## src/rtl/multi_barrel_rotation_decoder.sv

```systemverilog
// Recovers the rotation (direction and amount) relating an original word to a
// rotated one by testing one left-rotation candidate per clock.
module multi_barrel_rotation_decoder #(
  parameter int unsigned width = 2
) (
  input  logic                 clk,
  input  logic                 reset,
  input  logic                 start,
  input  logic [2**width-1:0]  original,
  input  logic [2**width-1:0]  rotated,
  output logic                 busy,
  output logic                 done,
  output logic                 found,
  output logic                 select,
  output logic [width-1:0]     shift
);

  localparam int unsigned n_bits = 2**width;
  localparam int unsigned half_n = n_bits / 2;

  localparam logic [1:0] ST_IDLE   = 2'd0;
  localparam logic [1:0] ST_SEARCH = 2'd1;
  localparam logic [1:0] ST_DONE   = 2'd2;

  logic [1:0]          state_q, state_d;
  logic [width-1:0]    k_q, k_d;
  logic [n_bits-1:0]   orig_q, orig_d;
  logic [n_bits-1:0]   rot_q, rot_d;
  logic                busy_q, busy_d;
  logic                done_q, done_d;
  logic                found_q, found_d;
  logic                select_q, select_d;
  logic [width-1:0]    shift_q, shift_d;

  logic [2*n_bits-1:0] dbl;
  logic [n_bits-1:0]   cand;

  // Left rotation of the captured original by the current candidate k.
  always_comb begin
    dbl  = {orig_q, orig_q} << k_q;
    cand = dbl[2*n_bits-1 -: n_bits];
  end

  always_comb begin
    state_d  = state_q;
    k_d      = k_q;
    orig_d   = orig_q;
    rot_d    = rot_q;
    found_d  = found_q;
    select_d = select_q;
    shift_d  = shift_q;
    case (state_q)
      ST_IDLE: begin
        if (start) begin
          orig_d  = original;
          rot_d   = rotated;
          k_d     = '0;
          state_d = ST_SEARCH;
        end
      end
      ST_SEARCH: begin
        if (cand == rot_q) begin
          state_d = ST_DONE;
          found_d = 1'b1;
          // Report the shorter way round; a tie at N/2 stays a left rotation.
          if (32'(k_q) > half_n) begin
            select_d = 1'b1;
            shift_d  = width'(n_bits - 32'(k_q));
          end else begin
            select_d = 1'b0;
            shift_d  = k_q;
          end
        end else if (k_q == width'(n_bits - 1)) begin
          state_d  = ST_DONE;
          found_d  = 1'b0;
          select_d = 1'b0;
          shift_d  = '0;
        end else begin
          k_d = k_q + width'(1);
        end
      end
      ST_DONE: state_d = ST_IDLE;
      default: state_d = ST_IDLE;
    endcase
    busy_d = (state_d == ST_SEARCH);
    done_d = (state_d == ST_DONE);
  end

  always_ff @(posedge clk or posedge reset) begin
    if (reset) begin
      state_q  <= ST_IDLE;
      k_q      <= '0;
      orig_q   <= '0;
      rot_q    <= '0;
      busy_q   <= 1'b0;
      done_q   <= 1'b0;
      found_q  <= 1'b0;
      select_q <= 1'b0;
      shift_q  <= '0;
    end else begin
      state_q  <= state_d;
      k_q      <= k_d;
      orig_q   <= orig_d;
      rot_q    <= rot_d;
      busy_q   <= busy_d;
      done_q   <= done_d;
      found_q  <= found_d;
      select_q <= select_d;
      shift_q  <= shift_d;
    end
  end

  assign busy   = busy_q;
  assign done   = done_q;
  assign found  = found_q;
  assign select = select_q;
  assign shift  = shift_q;

endmodule

```

## config.mk

```make
export PLATFORM = sky130hd
export DESIGN_NAME = multi_barrel_rotation_decoder
export DESIGN_NICKNAME = d
export VERILOG_FILES = /design/src/rtl/multi_barrel_rotation_decoder.sv
export SDC_FILE = /design/constraint.sdc
export NUM_CORES = 1
export LEC_CHECK = 0
export ABC_AREA = 0
export CORE_UTILIZATION = 59
export CTS_BUF_LIST = sky130_fd_sc_hd__clkbuf_8
export DETAILED_ROUTE_END_ITERATION = 10
export PLACE_DENSITY = 0.94
export SLEW_MARGIN = 40
export SYNTH_ARGS = -nofsm -noshare
export SYNTH_HDL_FRONTEND = slang
export SYNTH_SLANG_ARGS = --single-unit
export TNS_END_PERCENT = 100
```

## constraint.sdc

```tcl
create_clock -name clk -period 3.2 [get_ports clk]
set_clock_uncertainty 0.15 [all_clocks]
set_input_delay 0.64 -clock clk [delete_from_list [all_inputs] [get_ports clk]]
set_output_delay 0.64 -clock clk [all_outputs]
set_load 0.01 [all_outputs]
```

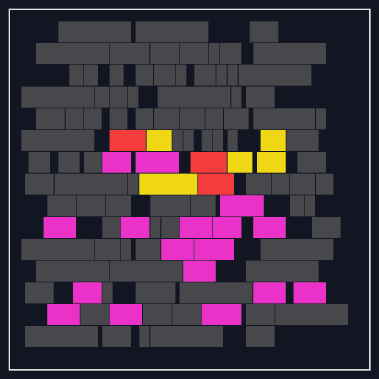
Fig. 1. Gate-type map (run 1).
Scale: 8 px per um.
legend:
  red:
    family: adder and majority cells
    cells: 3
  yellow:
    family: AND-OR and OR-AND gates
    cells: 5
  magenta:
    family: multiplexers
    cells: 17
most numerous logic cell after layout: sky130_fd_sc_hd__dfrtp_1
Comb area share: 46.1%
number of standard cells in the final layout excluding fillers: 139

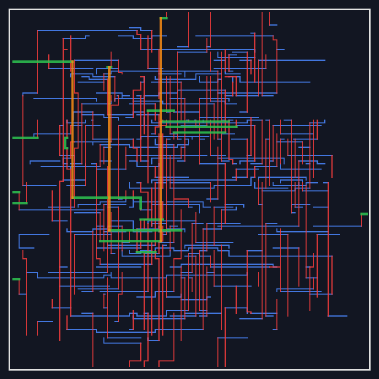
Fig. 2. Routed metal, one color a layer (run 1).
Scale: 8 px per um.
legend:
  blue:
    layer: met1
    wire_length: 971 um
  green:
    layer: met3
    wire_length: 74.9 um
  red:
    layer: met2
    wire_length: 1030 um
  orange:
    layer: met4
    wire_length: 65.3 um
routed wire length: 2140 um
overall fraction of global-route tracks in use: 26.1%

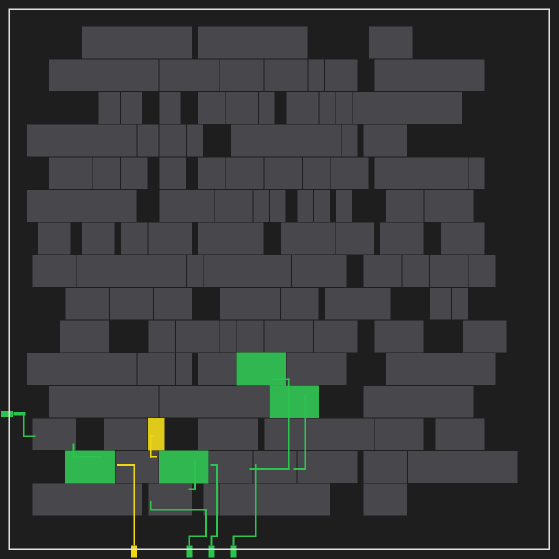
Fig. 3. Wires at chosen ports, followed through buffers (run 1).
Scale: 12 px per um.
legend:
  yellow:
    port: reset
    bits: 1
    direction: input
    edge: south
    end_cells: 1
    buffers: 1
    wire: 10.3 um
  green:
    port: original
    bits: 4
    direction: input
    edge: 3 south, 1 west
    end_cells: 4
    buffers: 4
    wire: 54.3 um
number of top-level design ports: 17
total of buffers placed on input and output ports: 16

==> flow_summary_export.csv, run 1 <==
group,metric,value,unit
worst_setup_path,cp-start-kind,"flip-flop",
synthesis,post_synth_num_cell_types,35,
synthesis,synth_xor_xnor_area_share,0,%
placed_design,place_hpwl,1590,um
route,viasPerCell,6.01,
global_routing,grt.met1_usage,32.9,%
cells_and_area,layout-drive-gt1-share,19.3,%
final_timing,final.min_clock_period,2.33,ns
worst_setup_path,setup.worst_path.class,"flip-flop to flip-flop",
global_routing,grt_pass1_wl,3670,um
synthesis,synthesized_area_fraction_occupied_by_ao_oa_aoi_and_oai_cells,14.5,%
global_routing,grt_pass1_vias,850,
global_routing,grt.overflow.total,0,
synthesis,synth_stat.cells,98,
cells_and_area,final_net_count,130,
final_timing,setup_violations,0,
worst_setup_path,worst_ep_required_time,3.19,ns
synthesis,common_cells,"18 x sky130_fd_sc_hd__dfrtp_1, 9 x sky130_fd_sc_hd__mux2_2, 9 x sky130_fd_sc_hd__nand2_1, 6 x sky130_fd_sc_hd__nand2b_1, 6 x sky130_fd_sc_hd__nor2_1",
synthesis,synth.largest_area_cell,"sky130_fd_sc_hd__dfrtp_1",
clock_network,cts_tree,"done",
worst_setup_path,r2r_slack,0.87,ns
final_timing,setup_repair_after_global_routing_missed_its_margin,"false",
pwr,power.net_switching,598,uW
synthesis,post_synth_main_area_contributors,"sky130_fd_sc_hd__dfrtp_1 42%, sky130_fd_sc_hd__mux2_2 9.3%, sky130_fd_sc_hd__mux2i_1 3.7%",
synthesis,post_synth_inst_count,98,
route,drc_errors,0,
synthesis,yosysMostFrequentCell,"sky130_fd_sc_hd__dfrtp_1",
outcome,run_status,"complete, no violations",
global_routing,maximum_number_of_pins_on_one_net_before_global_route_repair,19,
pwr,irDropWorstVdd,0.704,mV
worst_setup_path,worst_path_largest_cell_delay,0.56,ns
run,warnings,28,
synthesis,synth.logic.top_family,"simple AND/OR/NAND/NOR gates",
worst_setup_path,worstPathBufferInverterCount,0,
pwr,p_int,854,uW
global_routing,number_of_antenna_violations_at_the_first_check_in_global_routing,0,
clock_network,numClockSinks,18,
route,routed_length_on_met2,1030,um
synthesis,enable_flop_cells,0,
clock_network,tritoncts.num_buffers,3,
route,first_iter_violations,15,
route,met3WireLength,74,um
synthesis,main_flop_type_after_synthesis,"sky130_fd_sc_hd__dfrtp_1",
route,drtPass1Iterations,4,
min_path,timing.hold.worst.class,"flip-flop to flip-flop",
cells_and_area,layout.filler_cells,125,
min_path,worst_hold_path.num_cells,2,
floorplan,initCoreUtil,62.8,%
global_routing,gr-max-usage-layer,"met2",
floorplan,die_width,44.9,um
synthesis,simple_gate_area_share,19.0,%
final_timing,worst-slew-pin-transition,0.686,ns
route,antenna_violating_nets_post_route,0,
worst_setup_path,crit_family,"multiplexers",
synthesis,top_area_share,41.5,%
synthesis,synth.cell_area,1080,um^2
worst_setup_path,critical_path.cell_chain,"mux2_2 > nor4_1 > a311oi_1 > o2bb2a_4 > mux2_4",
pwr,switching_share,41.2,%
clock_network,postCtsResizedCells,0,
clock_network,clkLatencyLatePin,0.25,ns
global_routing,globalRouteMet2Util,40.3,%
synthesis,async_flop_share,100,%
cells_and_area,register_area,450,um^2
cells_and_area,top_cells_excl_fill_tap,"18 x sky130_fd_sc_hd__dfrtp_1, 16 x sky130_fd_sc_hd__clkdlybuf4s50_1, 9 x sky130_fd_sc_hd__mux2_2, 9 x sky130_fd_sc_hd__nand2_1",
final_timing,min_period_over_period,73.0,%
pwr,cellPowerDensity,1110,nW/um^2
cells_and_area,insertedDiodeCount,0,
worst_setup_path,critical_path_depth,5,
synthesis,mux_share,18.3,%
placed_design,place_congestion,0.788,
floorplan,die_height,44.9,um
synthesis,synth.avg_cell_area,11.1,um^2
final_timing,drv_slew,0,
worst_setup_path,crit_path_max_fanout,8,
final_timing,finalHoldViolations,0,
worst_setup_path,critical_path_arrival,2.32,ns
synthesis,ys.warnings.count,0,
synthesis,synth_adder_area_share,3.46,%
cells_and_area,comb_area,601,um^2
run,maxCapViolCount,0,
pwr,power.total,1450,uW
floorplan,rows,15,
final_timing,max-slew-margin-rel,54.2,%
route,via_count,836,
worst_setup_path,cpMaxStageDelayCell,"sky130_fd_sc_hd__dfrtp_1",
worst_setup_path,reg2reg_depth,5,
synthesis,ys_seq_share,41.5,%
clock_network,cts_buffer_depth,2,
global_routing,gr-usage-met3,5.60,%
clock_network,clock-root-buffer,"sky130_fd_sc_hd__clkbuf_8",
pwr,power_leakage,0.000552,uW
synthesis,synth_nets,112,
final_timing,timing.setup.tns,0,ns
route,m1WireLength,971,um
floorplan,floorplan.core_area,1730,um^2
synthesis,synth_flop_count,18,
clock_network,register_clock_pin_slew_on_the_reported_worst_setup_and_hold_paths,0.06,ns
synthesis,yosys_chip_area,1080,um^2
route,top_layer_used,"met4",
cells_and_area,area.growth.synth_to_final,20.1,%
floorplan,floorplan.die_area,2010,um^2
## run 1: registers in the layout (all words and copies together) (netlist names)
name / count
found: 1
rot_q: 4
orig_q: 4
k_q: 2
state_q: 2
select: 1
shift: 2
done: 1
busy: 1
## run 1: power groups by stage
stage | Combinational (uW) | Clock (uW) | Sequential [uW]
final | 822 | 152 | 477
after global routing | 894 | 165 | 497
after CTS | 820 | 156 | 477
after detailed placement | 811 | 0 | 479
after global placement | 774 | 0 | 467
after floorplan | 653 | 0 | 440
## run 1: worst register-to-register path: stages, from the launching register on
cell and delay, ns:
sky130_fd_sc_hd__dfrtp_1 0.56, sky130_fd_sc_hd__mux2_2 0.43, sky130_fd_sc_hd__nor4_1 0.41, sky130_fd_sc_hd__a311oi_1 0.11, sky130_fd_sc_hd__o2bb2a_4 0.26, sky130_fd_sc_hd__mux2_4 0.30
## run 1: cell type report
type | instances | share of cell area, %
timing repair buffer | 17 | 12.9
inverter | 3 | 0.865
clock buffer | 3 | 3.17
tap | 25 | 2.40
multi-input combinational | 73 | 46.1
sequential | 18 | 34.6
## run 1: through the flow
step | cells | hold slack, ns | cell area, um^2 | setup slack [ns] | util, %
after floorplan | 98 | 0.368 | 1080 | 1.03 | -
after global placement | 136 | 0.346 | 1260 | 0.962 | 73.0
after detailed placement | 136 | 0.353 | 1260 | 0.921 | 73.0
after CTS | 139 | 0.393 | 1300 | 0.886 | 75.4
after global routing | 139 | 0.439 | 1300 | 0.743 | 75.4
final | 139 | 0.398 | 1300 | 0.866 | 75.4
## run 1: path summary, 6_finish.rpt
kind	end	startpoint
setup / recovery	k_q[0]	k_q[0]
hold / removal	select	select
setup reg to reg	k_q[0]	k_q[0]
hold reg to reg	select	select
max in group asynchronous	k_q[0]	reset
min in group asynchronous	orig_q[3]	reset
Fig. 4: run 1, where the registers sit
Scale: 6 px per um. Other sequential cells in the stronger gray, the rest of the logic in the fainter gray.
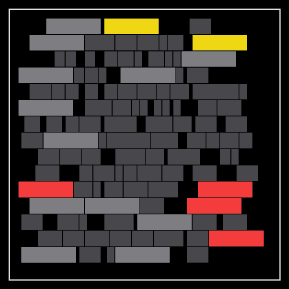

==> inputs of run 2 (changes only) <==
CORE_UTILIZATION = 49   (was 59)
PLACE_DENSITY = 0.84   (was 0.94)
clock period = 2 ns   (was 3.2 ns; I/O delays follow)
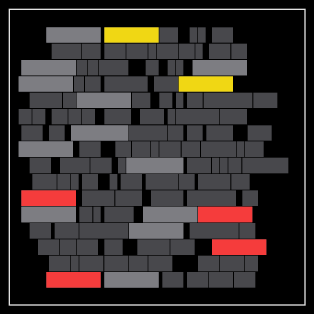
Fig. 5. Where the registers sit (run 2).
Scale: 6 px per um. Other sequential cells in the stronger gray, the rest of the logic in the fainter gray.
legend:
  red:
    name_in_the_netlist: rot_q
    sequential_cells: 4
  yellow:
    name_in_the_netlist: shift
    sequential_cells: 2
not colored: 12
register cell area after layout: 453 um^2
Core Util, Final: 75.9%
Seq group: 800 uW
share of the final layout cell area in sequential cells: 29.5%

==> flow_summary_export.csv, run 2 <==
group,metric,value,unit
worst_setup_path,first_element_of_the_critical_path,"k_q[0]",
worst_setup_path,r2r_slack,-0.14,ns
global_routing,gr-usage-met3,3.43,%
synthesis,enable_flop_cells,0,
final_timing,timing.setup.tns,-0.380,ns
cells_and_area,reg_top3,"orig_q: 4 flops, rot_q: 4 flops",
cells_and_area,comb_area,716,um^2
global_routing,globalRouteMet2Util,42.6,%
route,routed_length_on_met2,1430,um
synthesis,synth_xor_xnor_area_share,0,%
cells_and_area,final_net_count,143,
worst_setup_path,cp-start-kind,"flip-flop",
global_routing,grt.met1_usage,31.8,%
synthesis,post_synth_num_cell_types,35,
route,antenna_violating_nets_post_route,0,
global_routing,maximum_number_of_pins_on_one_net_before_global_route_repair,19,
pwr,power.net_switching,1280,uW
final_timing,max-slew-margin-rel,75.0,%
worst_setup_path,worst_ep_required_time,1.99,ns
route,drtPass1Iterations,4,
worst_setup_path,cpMaxStageDelayCell,"sky130_fd_sc_hd__dfrtp_2",
placed_design,dp_worst_setup_slack,-0.151,ns
cells_and_area,layout-drive-gt1-share,39.4,%
synthesis,synth_nets,112,
synthesis,common_cells,"18 x sky130_fd_sc_hd__dfrtp_1, 9 x sky130_fd_sc_hd__mux2_2, 9 x sky130_fd_sc_hd__nand2_1, 6 x sky130_fd_sc_hd__nand2b_1, 6 x sky130_fd_sc_hd__nor2_1",
worst_setup_path,crit_family,"AND-OR/OR-AND gates",
synthesis,post_synth_inst_count,98,
cells_and_area,finalInstanceArea,1540,um^2
cells_and_area,insertedDiodeCount,0,
route,drc_errors,0,
final_timing,final_critical_path_setup_slack,-0.135,ns
final_timing,setup_violations,5,
floorplan,ios,17,
synthesis,ys_seq_share,41.5,%
clock_network,clock-root-buffer,"sky130_fd_sc_hd__clkbuf_8",
placed_design,place_congestion,0.768,
global_routing,number_of_antenna_violations_at_the_first_check_in_global_routing,0,
placed_design,placedInstanceArea,1350,um^2
route,viasPerCell,5.92,
run,warnings,31,
floorplan,floorplan.core_area,2020,um^2
worst_setup_path,timing.rr.end,"k_q[0]",
clock_network,clkLatencyLatePin,0.26,ns
outcome,run_status,"finished, violations left",
route,m1WireLength,1230,um
floorplan,rows,16,
global_routing,grt_pass1_wl,4400,um
synthesis,synth_stat.cells,98,
clock_network,cts_buffer_depth,2,
global_routing,grt_pass1_vias,914,
worst_setup_path,worstPathBufferInverterCount,2,
synthesis,synth_adder_area_share,3.46,%
worst_setup_path,setup.worst_path.class,"flip-flop to flip-flop",
pwr,power.total,3080,uW
pwr,switching_share,41.6,%
pwr,cellPowerDensity,2010,nW/um^2
global_routing,gr-max-usage-layer,"met2",
outcome,violations_in_the_final_reports,"negative setup slack",
worst_setup_path,crit_path_max_fanout,5,
worst_setup_path,regToRegStartpoint,"k_q[0]",
floorplan,initCoreUtil,53.7,%
final_timing,setup_repair_after_global_routing_missed_its_margin,"true",
route,drt_wl_total,2800,um
global_routing,grt.overflow.total,0,
final_timing,final.min_clock_period,2.14,ns
cells_and_area,fin_cells,154,
synthesis,synth.avg_cell_area,11.1,um^2
worst_setup_path,critical_path.cell_chain,"buf_6 > ha_1 > inv_1 > nand2_1 > a311oi_2 > o2bb2a_4 > mux2_4",
synthesis,synthesized_area_fraction_occupied_by_ao_oa_aoi_and_oai_cells,14.5,%
cells_and_area,area.growth.synth_to_final,41.5,%
placed_design,placed_cells,149,
synthesis,synth.largest_area_cell,"sky130_fd_sc_hd__dfrtp_1",
worst_setup_path,critical_path_arrival,2.13,ns
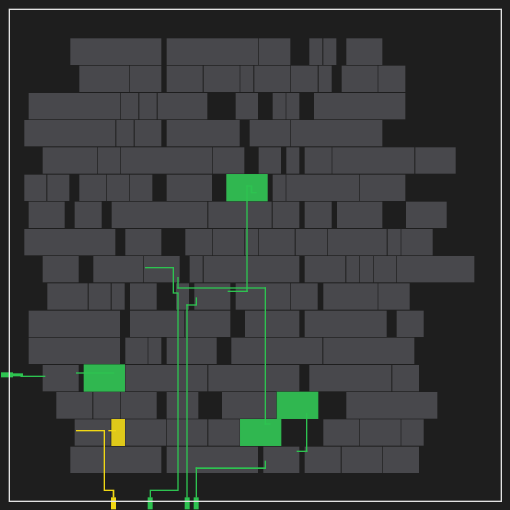
Fig. 6. Wires at chosen ports, followed through buffers (run 2).
Scale: 10 px per um.
legend:
  green:
    port: original
    bits: 4
    direction: input
    edge: 3 south, 1 west
    end_cells: 4
    buffers: 4
    wire: 110 um
  yellow:
    port: reset
    bits: 1
    direction: input
    edge: south
    end_cells: 1
    buffers: 1
    wire: 10.9 um

[run 2: cell counts after synthesis]
No cell type changed its count.
[run 2: worst max-delay path by stage]
stage | to | slack (ns) | depth (start not counted)
global route | k_q[0] | -0.22 | 7
floorplan | k_q[0] | -0.09 | 6
finish | k_q[0] | -0.14 | 7
CTS | k_q[0] | -0.05 | 6
detailed placement | k_q[0] | -0.15 | 5
global placement | k_q[0] | -0.02 | 5
[run 2: worst reg2reg max path, stage by stage, from the launching register on]
cell                       delay, ns
sky130_fd_sc_hd__dfrtp_2        0.49
sky130_fd_sc_hd__buf_6          0.16
sky130_fd_sc_hd__ha_1           0.19
sky130_fd_sc_hd__inv_1          0.08
sky130_fd_sc_hd__nand2_1        0.10
sky130_fd_sc_hd__a311oi_2       0.34
sky130_fd_sc_hd__o2bb2a_4       0.21
sky130_fd_sc_hd__mux2_4         0.29
[run 2: power groups by stage]
| stage | registers [uW] | clock network (uW) | logic [uW] |
|---|---|---|---|
| 2_1_floorplan | 704 | 0 | 1040 |
| 3_3_place_gp | 736 | 0 | 1470 |
| 3_5_place_dp | 746 | 0 | 1550 |
| 4_1_cts | 766 | 256 | 1700 |
| 5_1_grt | 823 | 269 | 2140 |
| 6_report | 800 | 253 | 2030 |
[run 2: cell type report]
| type | instances | area share, % |
|---|---|---|
| repair buffers | 30 | 18.3 |
| flip-flops and latches | 18 | 29.5 |
| clock buffers | 3 | 2.69 |
| inverters | 3 | 0.733 |
| multi-input cells | 73 | 46.6 |
| well taps | 27 | 2.20 |
[run 2: what timing repair did]
| action | CTS | global route |
|---|---|---|
| hold endpoints to repair | 0 | 0 |
| setup buffers | 0 | 2 |
| setup endpoints to repair | 10 | 10 |
| gates resized | 11 | 14 |
| hold buffers | 0 | 0 |
| pin swaps | 0 | 4 |
Power figures rest on the tool's default switching activity, not on a simulated workload.
